--- src/rtl/writeback_stage.sv ---
// Writeback stage: W pipeline register, committed register-file write
// ports, sticky run/halt/error status and a retired-instruction counter.
//
// Ports:
//   clk_i, rst_i               clock, synchronous active-high reset
//   W_stall_i, W_bubble_i      W register hold / bubble insert
//   m_stat_i, M_icode_i,
//   M_dstE_i, M_valE_i,
//   M_dstM_i, m_valM_i         memory-stage results loaded into W
//   W_*_o                      raw W register fields (forwarding sources)
//   w_dstE_o, w_valE_o,
//   w_dstM_o, w_valM_o         committed register writes (RNONE = none)
//   stat_o, halted_o           processor status
//   retired_o                  retired-instruction count
module writeback_stage #(
  parameter logic [3:0] RNONE = 4'hF,
  parameter logic [3:0] INOP  = 4'h1,
  parameter logic [3:0] SAOK  = 4'd1,
  parameter logic [3:0] SHLT  = 4'd2,
  parameter logic [3:0] SADR  = 4'd3,
  parameter logic [3:0] SINS  = 4'd4,
  parameter int         CNT_W = 64
) (
  input  logic             clk_i,
  input  logic             rst_i,
  input  logic             W_stall_i,
  input  logic             W_bubble_i,
  input  logic [3:0]       m_stat_i,
  input  logic [3:0]       M_icode_i,
  input  logic [3:0]       M_dstE_i,
  input  logic [63:0]      M_valE_i,
  input  logic [3:0]       M_dstM_i,
  input  logic [63:0]      m_valM_i,
  output logic [3:0]       W_stat_o,
  output logic [3:0]       W_icode_o,
  output logic [3:0]       W_dstE_o,
  output logic [63:0]      W_valE_o,
  output logic [3:0]       W_dstM_o,
  output logic [63:0]      W_valM_o,
  output logic [3:0]       w_dstE_o,
  output logic [63:0]      w_valE_o,
  output logic [3:0]       w_dstM_o,
  output logic [63:0]      w_valM_o,
  output logic [3:0]       stat_o,
  output logic             halted_o,
  output logic [CNT_W-1:0] retired_o
);

  localparam logic [1:0] ST_RUN  = 2'd0;
  localparam logic [1:0] ST_HALT = 2'd1;
  localparam logic [1:0] ST_ERR  = 2'd2;

  logic [3:0]       w_stat;
  logic [3:0]       w_icode;
  logic [3:0]       w_dste;
  logic [63:0]      w_vale;
  logic [3:0]       w_dstm;
  logic [63:0]      w_valm;
  logic [1:0]       state;
  logic [3:0]       stat_q;
  logic [CNT_W-1:0] retired_q;

  logic running;
  logic commit;
  logic collide;
  logic retire;

  assign running = (state == ST_RUN);
  assign commit  = running && (w_stat == SAOK);
  // Both ports naming the same register: the M port wins.
  assign collide = (w_dste == w_dstm) && (w_dstm != RNONE);
  assign retire  = commit && (w_icode != INOP) && !W_stall_i;

  always_ff @(posedge clk_i) begin
    if (rst_i || W_bubble_i) begin
      w_stat  <= SAOK;
      w_icode <= INOP;
      w_dste  <= RNONE;
      w_vale  <= '0;
      w_dstm  <= RNONE;
      w_valm  <= '0;
    end else if (!W_stall_i) begin
      w_stat  <= m_stat_i;
      w_icode <= M_icode_i;
      w_dste  <= M_dstE_i;
      w_vale  <= M_valE_i;
      w_dstm  <= M_dstM_i;
      w_valm  <= m_valM_i;
    end
  end

  always_ff @(posedge clk_i) begin
    if (rst_i) begin
      state  <= ST_RUN;
      stat_q <= SAOK;
    end else if (running) begin
      unique case (1'b1)
        (w_stat == SHLT): begin
          state  <= ST_HALT;
          stat_q <= SHLT;
        end
        (w_stat == SADR),
        (w_stat == SINS): begin
          state  <= ST_ERR;
          stat_q <= w_stat;
        end
        default: ;
      endcase
    end
  end

  always_ff @(posedge clk_i) begin
    if (rst_i)
      retired_q <= '0;
    else if (retire)
      retired_q <= retired_q + 1'b1;
  end

  assign W_stat_o  = w_stat;
  assign W_icode_o = w_icode;
  assign W_dstE_o  = w_dste;
  assign W_valE_o  = w_vale;
  assign W_dstM_o  = w_dstm;
  assign W_valM_o  = w_valm;

  assign w_dstE_o  = (commit && !collide) ? w_dste : RNONE;
  assign w_dstM_o  = commit ? w_dstm : RNONE;
  assign w_valE_o  = w_vale;
  assign w_valM_o  = w_valm;

  assign stat_o    = stat_q;
  assign halted_o  = !running;
  assign retired_o = retired_q;

endmodule

--- config.mk ---
export PLATFORM = sky130hd
export DESIGN_NAME = writeback_stage
export DESIGN_NICKNAME = d
export VERILOG_FILES = /design/src/rtl/writeback_stage.sv
export SDC_FILE = /design/constraint.sdc
export NUM_CORES = 1
export LEC_CHECK = 0
export CORE_AREA = 4 4 190 192
export CTS_CLUSTER_DIAMETER = 200
export DETAILED_ROUTE_END_ITERATION = 10
export DIE_AREA = 0 0 194 196
export HOLD_SLACK_MARGIN = 0.06
export PLACE_DENSITY_LB_ADDON = 0.1
export RECOVER_POWER = 100
export SKIP_LAST_GASP = 1
export SLEW_MARGIN = 20
export SYNTH_ARGS = -nofsm -noshare
export SYNTH_HDL_FRONTEND = slang
export SYNTH_SLANG_ARGS = --single-unit
--- constraint.sdc ---
create_clock -name clk_i -period 3.3 [get_ports clk_i]
set_clock_uncertainty 0.1 [all_clocks]
set_input_delay 0.66 -clock clk_i [delete_from_list [all_inputs] [get_ports clk_i]]
set_output_delay 0.66 -clock clk_i [all_outputs]
set_load 0.05 [all_outputs]
Figure 1. Track usage over the die (run 1).
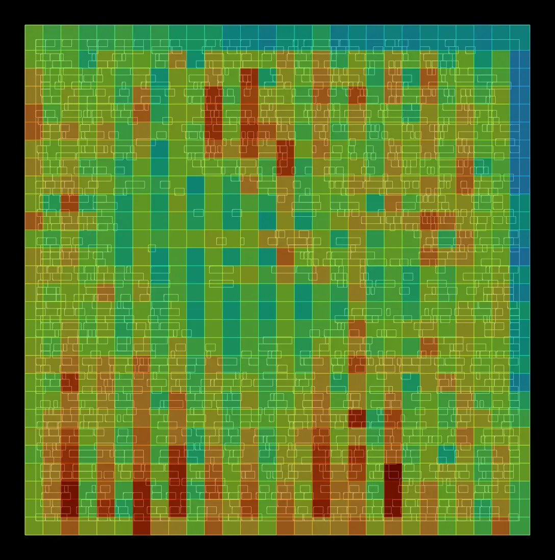
Final Core Density: 43.37%
total track usage: 18.98%
met2 Track Usage GR: 31.64%
fraction of met1 tracks used by global routing: 22.84%
GRT met3 Usage: 6.886%

Figure 2. Power grid (run 1).
(2 px per µm) Pins as bars on the die edge.
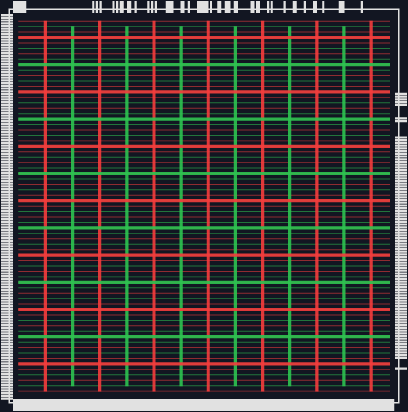
VSS -> red
VDD -> green
rows = 68
met5 straps = 13
met4 straps = 13
signal pins = 497
met1 rails = 69
DIE WIDTH: 194 µm
CORE AREA: 34370 µm²
worst vdd ir: 0.3222 mV
chip height: 196 µm

Figure 3. Signal wires on met4 (run 1).
(2 px per µm)
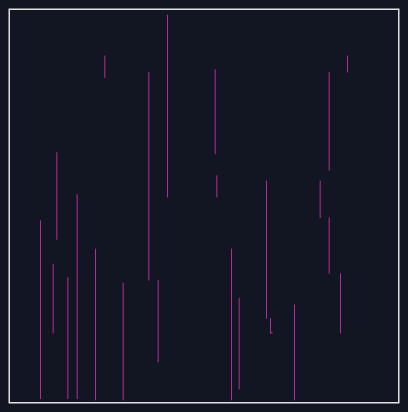
longest straight run = 104 µm
nets with wire on the layer = 12
final WL: 38.07 mm
total number of vias: 8494

==> out/metrics.cfg, run 1 <==
[detailed_routing]
wl_per_cell_um = 20.38
ant_nets = 0
drt_iter0_drc = 305
drc_errors = 0
via_per_inst = 4.547

[final_layout]
filler_cell_count = 3394
seqCellArea_um2 = 4284
logic_area_um2 = 4013
layout.nets = 1538
fin_area_um2 = 14910
area.growth.synth_to_final_pct = 56.38

[power]
power.density_nw_per_um2 = 459.9
p_leak_nw = 6.522
seqPwrFrac_pct = 39.4
pwr-share-clk_pct = 45.3
swShare_pct = 26.87
switchingPower_mw = 1.842
internal-power_mw = 5.013
comb_power_share_pct = 15.4

[die]
initial_core_util_pct = 27.73
core.rowCount = 68
boundaryPins = 497
die_area_um2 = 38020

[worst_setup_path]
crit_path_end_kind = output port
startpoint = state[1]
slowest_delay_ps = 590
cp_max_fo = 12
cp_top_family = simple AND/OR/NAND/NOR gates
worstPathRequired_ps = 2540
crit_arrival_ps = 2390
cp-start-kind = register
cp_cell_sequence = or3_1, a211o_1, or2_2, clkbuf_4
rr_startpoint = state[1]
cpMaxStageDelayCell = or3_1
critPathBufInv = 1

[global_routing]
antenna_found_initial = 7
grt_pass1_vias = 8532
grt_pass1_wl_mm = 56.33
overflow = 0
grt_max_degree = 71

[placed_design]
gp_congestion = 0.7805
placed_area_um2 = 14030
portBuffers = 496
hpwl_mm = 29.66

[min_path]
holdCritStartpoint = retired_o[63]
hp-class = reg -> reg

[timing]
hold_viol_final = 0
setup_viol = 0
slew_violations = 42
period_minus_slack_ps = 3150
max_freq_ghz = 0.3175
setup_tns_ps = 0
finalCritPeriodShare_pct = 95.45
worst_pin_slew_ps = 1867
slew_headroom_pct = -24.45
rsz0062_at_grt = no

[yosys]
synth_chip_area_um2 = 9533
syn-mean-instance-area_um2 = 9.264
ff_type = dfxtp_1
fp_nets = 1178
edf_count = 0
yosys_cells = 1029
synth.distinct_cells = 43
ys_ff = 214
top_area_share_pct = 44.94
yosys.area.top_type = dfxtp_1
ys_warn_count = 0
synth_area_um2 = 9533
synthArstFlopShare_pct = 0
ys_top_cells_by_area = dfxtp_1 45%, mux2i_1 15%, buf_4 10%, nor2_1 6.8%, a21oi_1 2.4%
syn_inst = 1029
ys_seq_share_pct = 44.94

[clock_network]
cts_made_buffers = 26
htree_num_levels = 1
post_cts_buffers = 0
post_cts_resized = 4
cts_tree = done
hold_buffers = 0
clock_sinks = 214
clkSlewWorstSetupHoldPaths_ps = 60
clkLatencyLatePin_ps = 530
clockBufferDepth = 3
cts-root-buf = clkbuf_16

[outcome]
violations = max-capacitance violations, max-slew violations
status = finished, violations left

[job]
warning_count = 26
drv_cap = 1

[run 1: cells by family (layout without fill, tap and decap cells)]
| family | Yosys count | in the layout | synth area share [%] |
|---|---|---|---|
| and+or+nand+nor | 359 | 359 | 18.98 |
| other | 0 | 6 | 0 |
| muxes | 144 | 144 | 15.12 |
| AOI/OAI and AO/OA | 97 | 97 | 5.788 |
| adders and majority gates | 1 | 1 | 0.1312 |
| buffers and inverters | 189 | 567 | 12.74 |
| xor gates and xnor gates | 25 | 25 | 2.297 |
| DFF | 214 | 214 | 44.94 |
[run 1: flip-flops by register name, indices dropped and copies added (netlist names)]
signal,count
stat_o,4
W_icode_o,4
W_valM_o,64
W_valE_o,64
retired_o,64
W_dstE_o,4
W_dstM_o,4
W_stat_o,4
state,2
[run 1: per-layer routing]
layer / GRT usage, % / wire length (µm) / vias to the layer above
met5: 0 / 0 / -
li1: - / - / 4169
met2: 31.64 / 18200 / 316
met1: 22.84 / 15580 / 3957
met3: 6.886 / 3156 / 52
met4: 6.302 / 1142 / 0
[run 1: cells in the final DEF (no fill, tap or decap), types with 10 or more instances in the layout]
master and count:
nand2_1 37, nor2_1 172, nand3_1 24, mux2i_1 144, clkdlybuf4s50_1 144, dlygate4sd3_1 342
o21ai_0 27, nor4_1 13, nor3_1 10, dfxtp_1 214, nand4_1 22, xor2_1 11
xnor2_1 14, a21oi_1 45, clkbuf_16 27, o31ai_1 18, or4_1 19, or3_1 27
[run 1: power groups by stage]
stage	registers, mW	logic (mW)	clock network [mW]
global placement	2.76	1.10	0
CTS	2.70	1.11	3.21
finish	2.70	1.05	3.10
floorplan	2.95	0.494	0
global route	2.71	1.11	3.30
detailed placement	2.76	1.11	0
[run 1: Yosys cell counts, drive strengths merged, types with 2 or more instances]
library cell / instances
nand3: 26
xor2: 11
nand4: 22
or2: 9
dfxtp: 214
buf: 152
and3: 8
o31ai: 18
clkbuf: 29
a21oi: 45
nor4: 16
inv: 8
nor3: 10
or4: 19
o21ai: 27
nor2: 172
or3: 27
nand2: 37
a211oi: 2
and2: 2
nand2b: 2
xnor2: 14
nor4b: 3
mux2i: 144
[run 1: stage by stage]
stage | std cells | power, mW | worst slack (ps) | hold slack (ps)
2_1_floorplan | 1029 | 3.442 | 655.4 | 369.6
3_3_place_gp | 1816 | 3.863 | 455.2 | 368.3
3_5_place_dp | 1816 | 3.867 | 444.9 | 372.8
4_1_cts | 1862 | 7.025 | 107.8 | 385.1
5_1_grt | 1868 | 7.113 | 28.73 | 422.0
6_report | 1868 | 6.856 | 150.3 | 381.7
[run 1: worst paths after layout]
kind,endpoint,slack [ps],cells after the start
worst min-delay path,retired_o[63],380,2
worst max register to register,retired_o[18],350,6
worst max-delay path,w_dstE_o[1],150,4
worst min register to register,retired_o[63],380,2
[run 1: area by class of cell]
class | instances | share of cell area (%)
Timing Repair Buffer | 513 | 34.01
Antenna cell | 6 | 0.1007
Multi-Input combinational cell | 626 | 26.92
Sequential cell | 214 | 28.74
Clock buffer | 36 | 5.027
Tap cell | 455 | 3.819
Inverter | 8 | 0.2014
Clock inverter | 10 | 1.192
--- run 2 (diff from run 1) ---
Settings changed: CTS_CLUSTER_DIAMETER 200 to default.
Figure 4. Cell density map (run 2).
(1.5 px per µm) 19 x 20 tiles, from white (low) to dark blue (high), 0 to 100% covered.
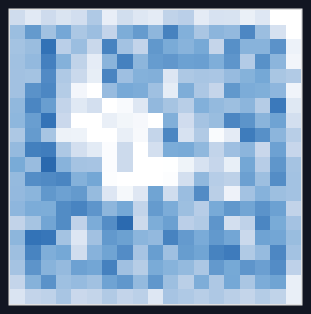
emptiest ninth of the die = centre
nearly empty tiles = 5.5%
fullest tile = 77%
tiles over 75% full = 0.50%
mean over tiles = 38%
Starting Density: 27.73%

Figure 5. Clock distribution (run 2).
(3 px per µm)
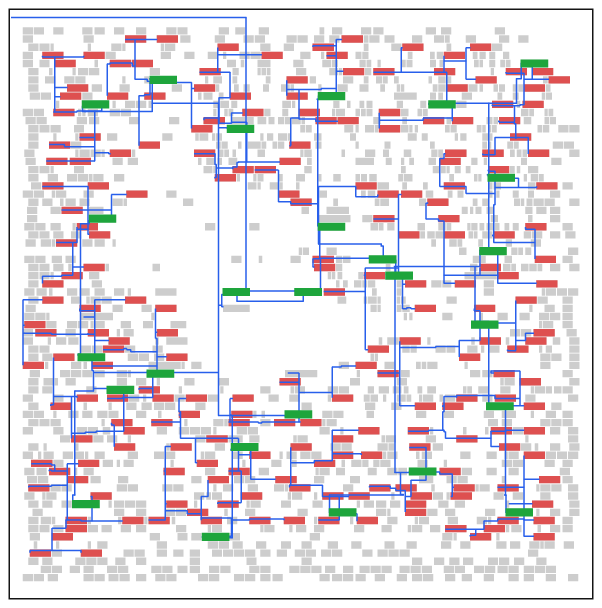
cells driving clock nets -> green  # count 26
clock wires -> blue  # length 3390 µm
flip-flops -> red  # count 214
routed clock nets = 27
clk_lat worst skew: 530 ps
clock share of power: 45.3%

==> run 2 against run 1 <==
The run still ends with max-capacitance violations, max-slew violations left. Wire length stayed put. Setup slack stayed put. First-iteration DRC count stayed put. Via count stayed put. Fmax stayed put.
==> out/metrics.cfg, run 2 <==
[die]
boundaryPins = 497  ; unchanged
dieHeight_um = 196  ; unchanged
core.rowCount = 68  ; unchanged
die_area_um2 = 38020  ; unchanged
coreArea_um2 = 34370  ; unchanged

[power]
p_leak_nw = 6.522  ; unchanged
peakVddDrop_mv = 0.3222  ; unchanged
power_mw = 6.856  ; unchanged
power.density_nw_per_um2 = 459.9  ; unchanged

[detailed_routing]
met3_length_mm = 3.156  ; unchanged
via_count = 8494  ; unchanged
via_per_inst = 4.547  ; unchanged
drt_wl_total_mm = 38.07  ; unchanged
drc_errors = 0  ; unchanged
wl_met1_mm = 15.58  ; unchanged
wl_per_cell_um = 20.38  ; unchanged
ant_nets = 0  ; unchanged
drt_iter0_drc = 305  ; unchanged
wl_met2_mm = 18.20  ; unchanged

[yosys]
ys_top_cells_by_area = dfxtp_1 45%, mux2i_1 15%, buf_4 10%, nor2_1 6.8%, a21oi_1 2.4%  ; unchanged
syn-mean-instance-area_um2 = 9.264  ; unchanged
fp_nets = 1178  ; unchanged
yosys_cells = 1029  ; unchanged
synth_area_um2 = 9533  ; unchanged
synth_xor_xnor_area_share_pct = 2.297  ; unchanged
synth_chip_area_um2 = 9533  ; unchanged
ys_seq_share_pct = 44.94  ; unchanged
ys_top_logic_family = simple AND/OR/NAND/NOR gates  ; unchanged
ys_ff = 214  ; unchanged
common_cells = 214 x dfxtp_1, 172 x nor2_1, 144 x mux2i_1, 128 x buf_4, 45 x a21oi_1  ; unchanged
edf_count = 0  ; unchanged
syn_inst = 1029  ; unchanged
synth.distinct_cells = 43  ; unchanged
yosys.area_share.aoi_pct = 5.788  ; unchanged
simple_gate_share_pct = 18.98  ; unchanged
synth.most_common_cell = dfxtp_1  ; unchanged
synthArstFlopShare_pct = 0  ; unchanged
fa_ha_area_share_pct = 0.1313  ; unchanged
yosys.area.top_type = dfxtp_1  ; unchanged
top_area_share_pct = 44.94  ; unchanged

[timing]
setup_viol = 0  ; unchanged
slew_violations = 42  ; unchanged
slew_headroom_pct = -24.45  ; unchanged
max_freq_ghz = 0.3175  ; unchanged
hold_slack_ps = 381.7  ; unchanged
hold_viol_final = 0  ; unchanged
setup_tns_ps = 0  ; unchanged
period_minus_slack_ps = 3150  ; unchanged
finalCritPeriodShare_pct = 95.45  ; unchanged

[clock_network]
clockBufferDepth = 3  ; unchanged
cts-root-buf = clkbuf_16  ; unchanged
cts_made_buffers = 26  ; unchanged
post_cts_buffers = 0  ; unchanged
cts_tree = done  ; unchanged
clock_sinks = 214  ; unchanged

[worst_setup_path]
cp_cell_sequence = or3_1, a211o_1, or2_2, clkbuf_4  ; unchanged
cp_max_fo = 12  ; unchanged
crit_arrival_ps = 2390  ; about the same
slowest_delay_ps = 590  ; about the same
critPathBufInv = 1  ; unchanged
cp-start-kind = register  ; unchanged
crit_path_end_kind = output port  ; unchanged
worstPathRequired_ps = 2540  ; about the same
cpMaxStageDelayCell = or3_1  ; unchanged

[global_routing]
grt_pass1_wl_mm = 56.33  ; unchanged
overflow = 0  ; unchanged
antenna_found_initial = 7  ; unchanged
grt_pass1_vias = 8532  ; unchanged
grt_max_degree = 71  ; unchanged

[placed_design]
portBuffers = 496  ; unchanged
placed_area_um2 = 14030  ; unchanged
hpwl_mm = 29.66  ; unchanged
gp_congestion = 0.7805  ; unchanged

[min_path]
hp-class = reg -> reg  ; unchanged

[final_layout]
most-common-layout-cells = 342 x dlygate4sd3_1, 214 x dfxtp_1, 172 x nor2_1  ; unchanged
mostFrequentLayoutCell = dlygate4sd3_1  ; unchanged
fin_area_um2 = 14910  ; unchanged

[job]
warning_count = 26  ; unchanged
drv_cap = 1  ; unchanged

[outcome]
violations = max-capacitance violations, max-slew violations  ; unchanged
status = finished, violations left  ; unchanged

[run 2: through the flow]
step | setup WS [ps] | utilization, % | std cells
after floorplan | 655.4 | - | 1029
after global placement | 455.2 | 40.81 | 1816
after detailed placement | 444.9 | 40.82 | 1816
after CTS | 107.8 | 43.51 | 1862
after global routing | 28.73 | 43.37 | 1868
final | 150.3 | 43.37 | 1868
[run 2: timing repair]
| item | CTS | global route |
|---|---|---|
| gates resized | 4 | 0 |
| hold buffers | 0 | 0 |
| setup endpoints to repair | 4 | 0 |
[run 2: per-layer routing]
| metal | track usage [%] | up-vias |
|---|---|---|
| met5 | 0 | - |
| met4 | 6.302 | 0 |
| met3 | 6.886 | 52 |
| met2 | 31.64 | 316 |
| met1 | 22.84 | 3957 |
| li1 | - | 4169 |
[run 2: cell type report]
type	count	area, µm²
fill	3394	19460
timing repair buffer	513	5070
sequential	214	4284
multi-input combinational	626	4013
clock buffer	36	749.5
tap	455	569.3
clock inverter	10	177.7
inverter	8	30.03
antenna	6	15.01
[run 2: path summary, 6_finish.rpt]
path | from | slack (ps) | depth (start not counted) | endpoint
max | state[1] | 150 | 4 | w_dstE_o[1]
min reg2reg | retired_o[63] | 380 | 2 | retired_o[63]
min | retired_o[63] | 380 | 2 | retired_o[63]
max reg2reg | state[1] | 350 | 6 | retired_o[18]
[run 2: worst reg2reg max path, cell delays in order, from the launching register on]
cell and delay (ps):
dfxtp_1 330, or3_1 590, nor4_4 510, clkbuf_1 470, nand2_1 190, or4_1 530, a21oi_1 150
[run 2: power breakdown]
part / total, mW / switching (mW) / internal [mW]
sequential: 2.70 / 0.0529 / 2.64
combinational: 1.05 / 0.652 / 0.403
clock: 3.10 / 1.14 / 1.97
total: 6.86 / 1.84 / 5.01
[run 2: kinds of logic after synthesis]
family,count (synthesis)
compound gates,97
xor+xnor,25
fa+ha+maj,1
buf+inv,189
flops,214
mux,144
simple gates,359
--- run 3 (diff from run 2) ---
Settings changed: MAX_ROUTING_LAYER from default to met4.
Figure 6. Power grid (run 3).
(2 px per µm) Pins as bars on the die edge.
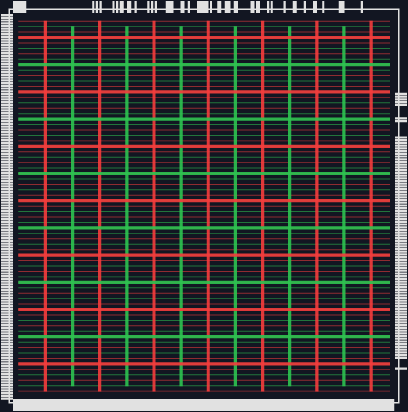
VDD -> green
VSS -> red
rows = 68
signal pins = 497
met5 straps = 13
worst vdd ir: 0.3229 mV

Figure 7. Clock distribution (run 3).
(3 px per µm)
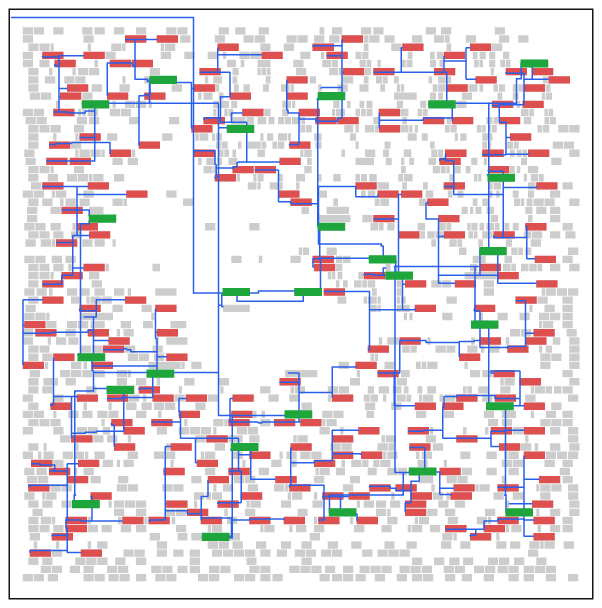
cells driving clock nets -> green  # count 26
flip-flops -> red  # count 214
clock wires -> blue  # length 3410 µm
flops lie = all over the die
clk pwr: 3.11 mW

==> run 3 against run 2 <==
The run still ends with max-capacitance violations, max-slew violations left. Fmax decreased by 0.29%. Count of clock-buffer cells in the layout unchanged. Clock power about the same. Final cell count about the same. Register-to-register slack improved by 20 ps. Sequential power about the same. First-iteration DRC count increased by 11%. Power increased by 0.11%. Synthesized cell count unchanged. Via count increased by 0.20%. Sequential cell count unchanged. Global-route usage increased by 0.56 points. Critical path type unchanged. Critical endpoint unchanged. Largest power group unchanged. Highest routed layer unchanged.
==> out/metrics.cfg, run 3 <==
[outcome]
status = finished, violations left  ; unchanged
violations = max-capacitance violations, max-slew violations  ; unchanged

[worst_setup_path]
crit_arrival_ps = 2400  ; was 2390 ps
startpoint = state[1]  ; unchanged
r2r_slack_ps = 370  ; was 350 ps
cp-start-kind = register  ; unchanged
critPathBufInv = 1  ; unchanged
cp_top_family = simple AND/OR/NAND/NOR gates  ; unchanged
cp_cell_sequence = or3_1, a211o_1, or2_2, clkbuf_4  ; unchanged
cpMaxStageDelayCell = or3_1  ; unchanged
slowest_delay_ps = 590  ; about the same
rr_startpoint = state[1]  ; unchanged
cp_max_fo = 12  ; unchanged
worstPathRequired_ps = 2540  ; about the same
criticalPathCategory = reg -> out  ; unchanged
crit_path_end_kind = output port  ; unchanged

[global_routing]
grt_pass1_vias = 8553  ; was 8532
grt_max_degree = 71  ; unchanged
overflow = 0  ; unchanged
grt_pass1_wl_mm = 56.14  ; was 56.33 mm
grt_use_total_pct = 19.54  ; was 18.98%
antenna_found_initial = 7  ; unchanged

[clock_network]
cts_tree = done  ; unchanged
cts_made_buffers = 26  ; unchanged
clockBufferDepth = 3  ; unchanged
clock_sinks = 214  ; unchanged
clkLatencyLatePin_ps = 530  ; about the same
post_cts_resized = 4  ; unchanged
htree_num_levels = 1  ; unchanged
clkSlewWorstSetupHoldPaths_ps = 60  ; about the same
hold_buffers = 0  ; unchanged
cts-root-buf = clkbuf_16  ; unchanged
post_cts_buffers = 0  ; unchanged

[die]
die_area_um2 = 38020  ; unchanged
core.rowCount = 68  ; unchanged
dieHeight_um = 196  ; unchanged
coreArea_um2 = 34370  ; unchanged
die_w_um = 194  ; unchanged
boundaryPins = 497  ; unchanged
initial_core_util_pct = 27.73  ; unchanged

[detailed_routing]
via_count = 8511  ; was 8494
top_layer = met4  ; unchanged
met3_length_mm = 3.098  ; was 3.156 mm
drt_iter0_drc = 340  ; was 305
first_pass_iters = 4  ; unchanged
wl_met2_mm = 18.22  ; was 18.20 mm
wl_per_cell_um = 20.43  ; was 20.38 µm
wl_met1_mm = 15.67  ; was 15.58 mm
drt_wl_total_mm = 38.19  ; was 38.07 mm
via_per_inst = 4.554  ; was 4.547
ant_nets = 0  ; unchanged
drc_errors = 0  ; unchanged

[job]
warning_count = 26  ; unchanged
drv_cap = 1  ; unchanged

[yosys]
ys_seq_share_pct = 44.94  ; unchanged
common_cells = 214 x dfxtp_1, 172 x nor2_1, 144 x mux2i_1, 128 x buf_4, 45 x a21oi_1  ; unchanged
yosys.area.top_type = dfxtp_1  ; unchanged
yosys_cells = 1029  ; unchanged
ys_top_cells_by_area = dfxtp_1 45%, mux2i_1 15%, buf_4 10%, nor2_1 6.8%, a21oi_1 2.4%  ; unchanged
top_area_share_pct = 44.94  ; unchanged
ff_type = dfxtp_1  ; unchanged
fp_nets = 1178  ; unchanged
ys_ff = 214  ; unchanged
synth_area_um2 = 9533  ; unchanged
synth_chip_area_um2 = 9533  ; unchanged
syn_inst = 1029  ; unchanged
synth.distinct_cells = 43  ; unchanged
ys_warn_count = 0  ; unchanged
synth.most_common_cell = dfxtp_1  ; unchanged
synthArstFlopShare_pct = 0  ; unchanged
syn-mean-instance-area_um2 = 9.264  ; unchanged
edf_count = 0  ; unchanged

[power]
switchingPower_mw = 1.850  ; was 1.842 mW
power.density_nw_per_um2 = 460.3  ; was 459.9 nW/µm²
comb_power_share_pct = 15.4  ; about the same
p_leak_nw = 6.522  ; about the same
power_mw = 6.863  ; was 6.856 mW
seqPwrFrac_pct = 39.3  ; was 39.4%
swShare_pct = 26.95  ; was 26.87%
internal-power_mw = 5.013  ; about the same
pwr-share-clk_pct = 45.3  ; about the same

[final_layout]
mostFrequentLayoutCell = dlygate4sd3_1  ; unchanged
filler_cell_count = 3395  ; was 3394
most-common-layout-cells = 342 x dlygate4sd3_1, 214 x dfxtp_1, 172 x nor2_1  ; unchanged
drive_gt1_share_pct = 5.330  ; unchanged
layout.nets = 1538  ; unchanged
logic_area_um2 = 4013  ; unchanged
seqCellArea_um2 = 4284  ; unchanged
area.growth.synth_to_final_pct = 56.41  ; was 56.38%

[timing]
setup_viol = 0  ; unchanged
slew_headroom_pct = -23.35  ; was -24.45%
setup_tns_ps = 0  ; unchanged
finalCritPeriodShare_pct = 95.73  ; was 95.45%
slew_violations = 42  ; unchanged
period_minus_slack_ps = 3159  ; was 3150 ps
hold_viol_final = 0  ; unchanged
rsz0062_at_grt = no  ; unchanged
max_freq_ghz = 0.3166  ; was 0.3175 GHz
worst_pin_slew_ps = 1850  ; was 1867 ps

[min_path]
hp-class = reg -> reg  ; unchanged
holdCritStartpoint = retired_o[63]  ; unchanged

[placed_design]
gp_congestion = 0.7934  ; was 0.7805
hpwl_mm = 29.66  ; unchanged
portBuffers = 496  ; unchanged

run 3: cell counts after synthesis:
No cell type changed its count.
run 3: worst reg2reg max path: stages (launching register included):
cell and delay (ps):
dfxtp_1 330, or3_1 590, nor4_4 510, clkbuf_1 460, nand2_1 180, or4_1 520, a21oi_1 150
run 3: routing by layer:
layer,vias to the layer above,track usage [%]
met3,53,6.629
met2,312,31.65
met4,0,6.302
met5,-,-
met1,3973,23.00
li1,4173,-
run 3: area by class of cell:
class / instances / area share (%)
repair buffers: 513 / 34.00
flip-flops and latches: 214 / 28.73
multi-input cells: 626 / 26.91
clock buffers: 36 / 5.026
well taps: 455 / 3.818
clock inverters: 10 / 1.192
inverters: 8 / 0.2014
diodes: 7 / 0.1175
run 3: cell families after synthesis:
logic type	synth area share [%]
XOR/XNOR	2.297
multiplexers	15.12
adder cells (fa/ha/maj)	0.1312
buffers and inverters	12.74
AND/OR/NAND/NOR	18.98
flip-flops	44.94
AND-OR/OR-AND	5.788
run 3: stage by stage:
stage / hold WS [ps] / area, µm² / cells / setup WS, ps / utilization (%)
2_1_floorplan: 369.6 / 9533 / 1029 / 655.4 / -
3_3_place_gp: 368.3 / 14030 / 1816 / 455.2 / 40.81
3_5_place_dp: 372.8 / 14030 / 1816 / 444.9 / 40.82
4_1_cts: 385.1 / 14950 / 1862 / 107.8 / 43.51
5_1_grt: 422.0 / 14910 / 1868 / 27.97 / 43.37
6_report: 381.2 / 14910 / 1869 / 141.0 / 43.38
run 3: path summary, 6_finish.rpt:
kind,endpoint,depth (start not counted)
hold reg to reg,retired_o[63],2
hold / removal,retired_o[63],2
setup reg to reg,retired_o[18],6
setup / recovery,w_dstE_o[1],4
run 3: power groups by stage:
| stage | Sequential [mW] | Clock [mW] | Combinational (mW) |
|---|---|---|---|
| after detailed placement | 2.76 | 0 | 1.11 |
| after floorplan | 2.95 | 0 | 0.494 |
| after CTS | 2.70 | 3.21 | 1.11 |
| final | 2.70 | 3.11 | 1.06 |
| after global routing | 2.71 | 3.30 | 1.11 |
| after global placement | 2.76 | 0 | 1.10 |
Power and IR drop assume default switching activity.
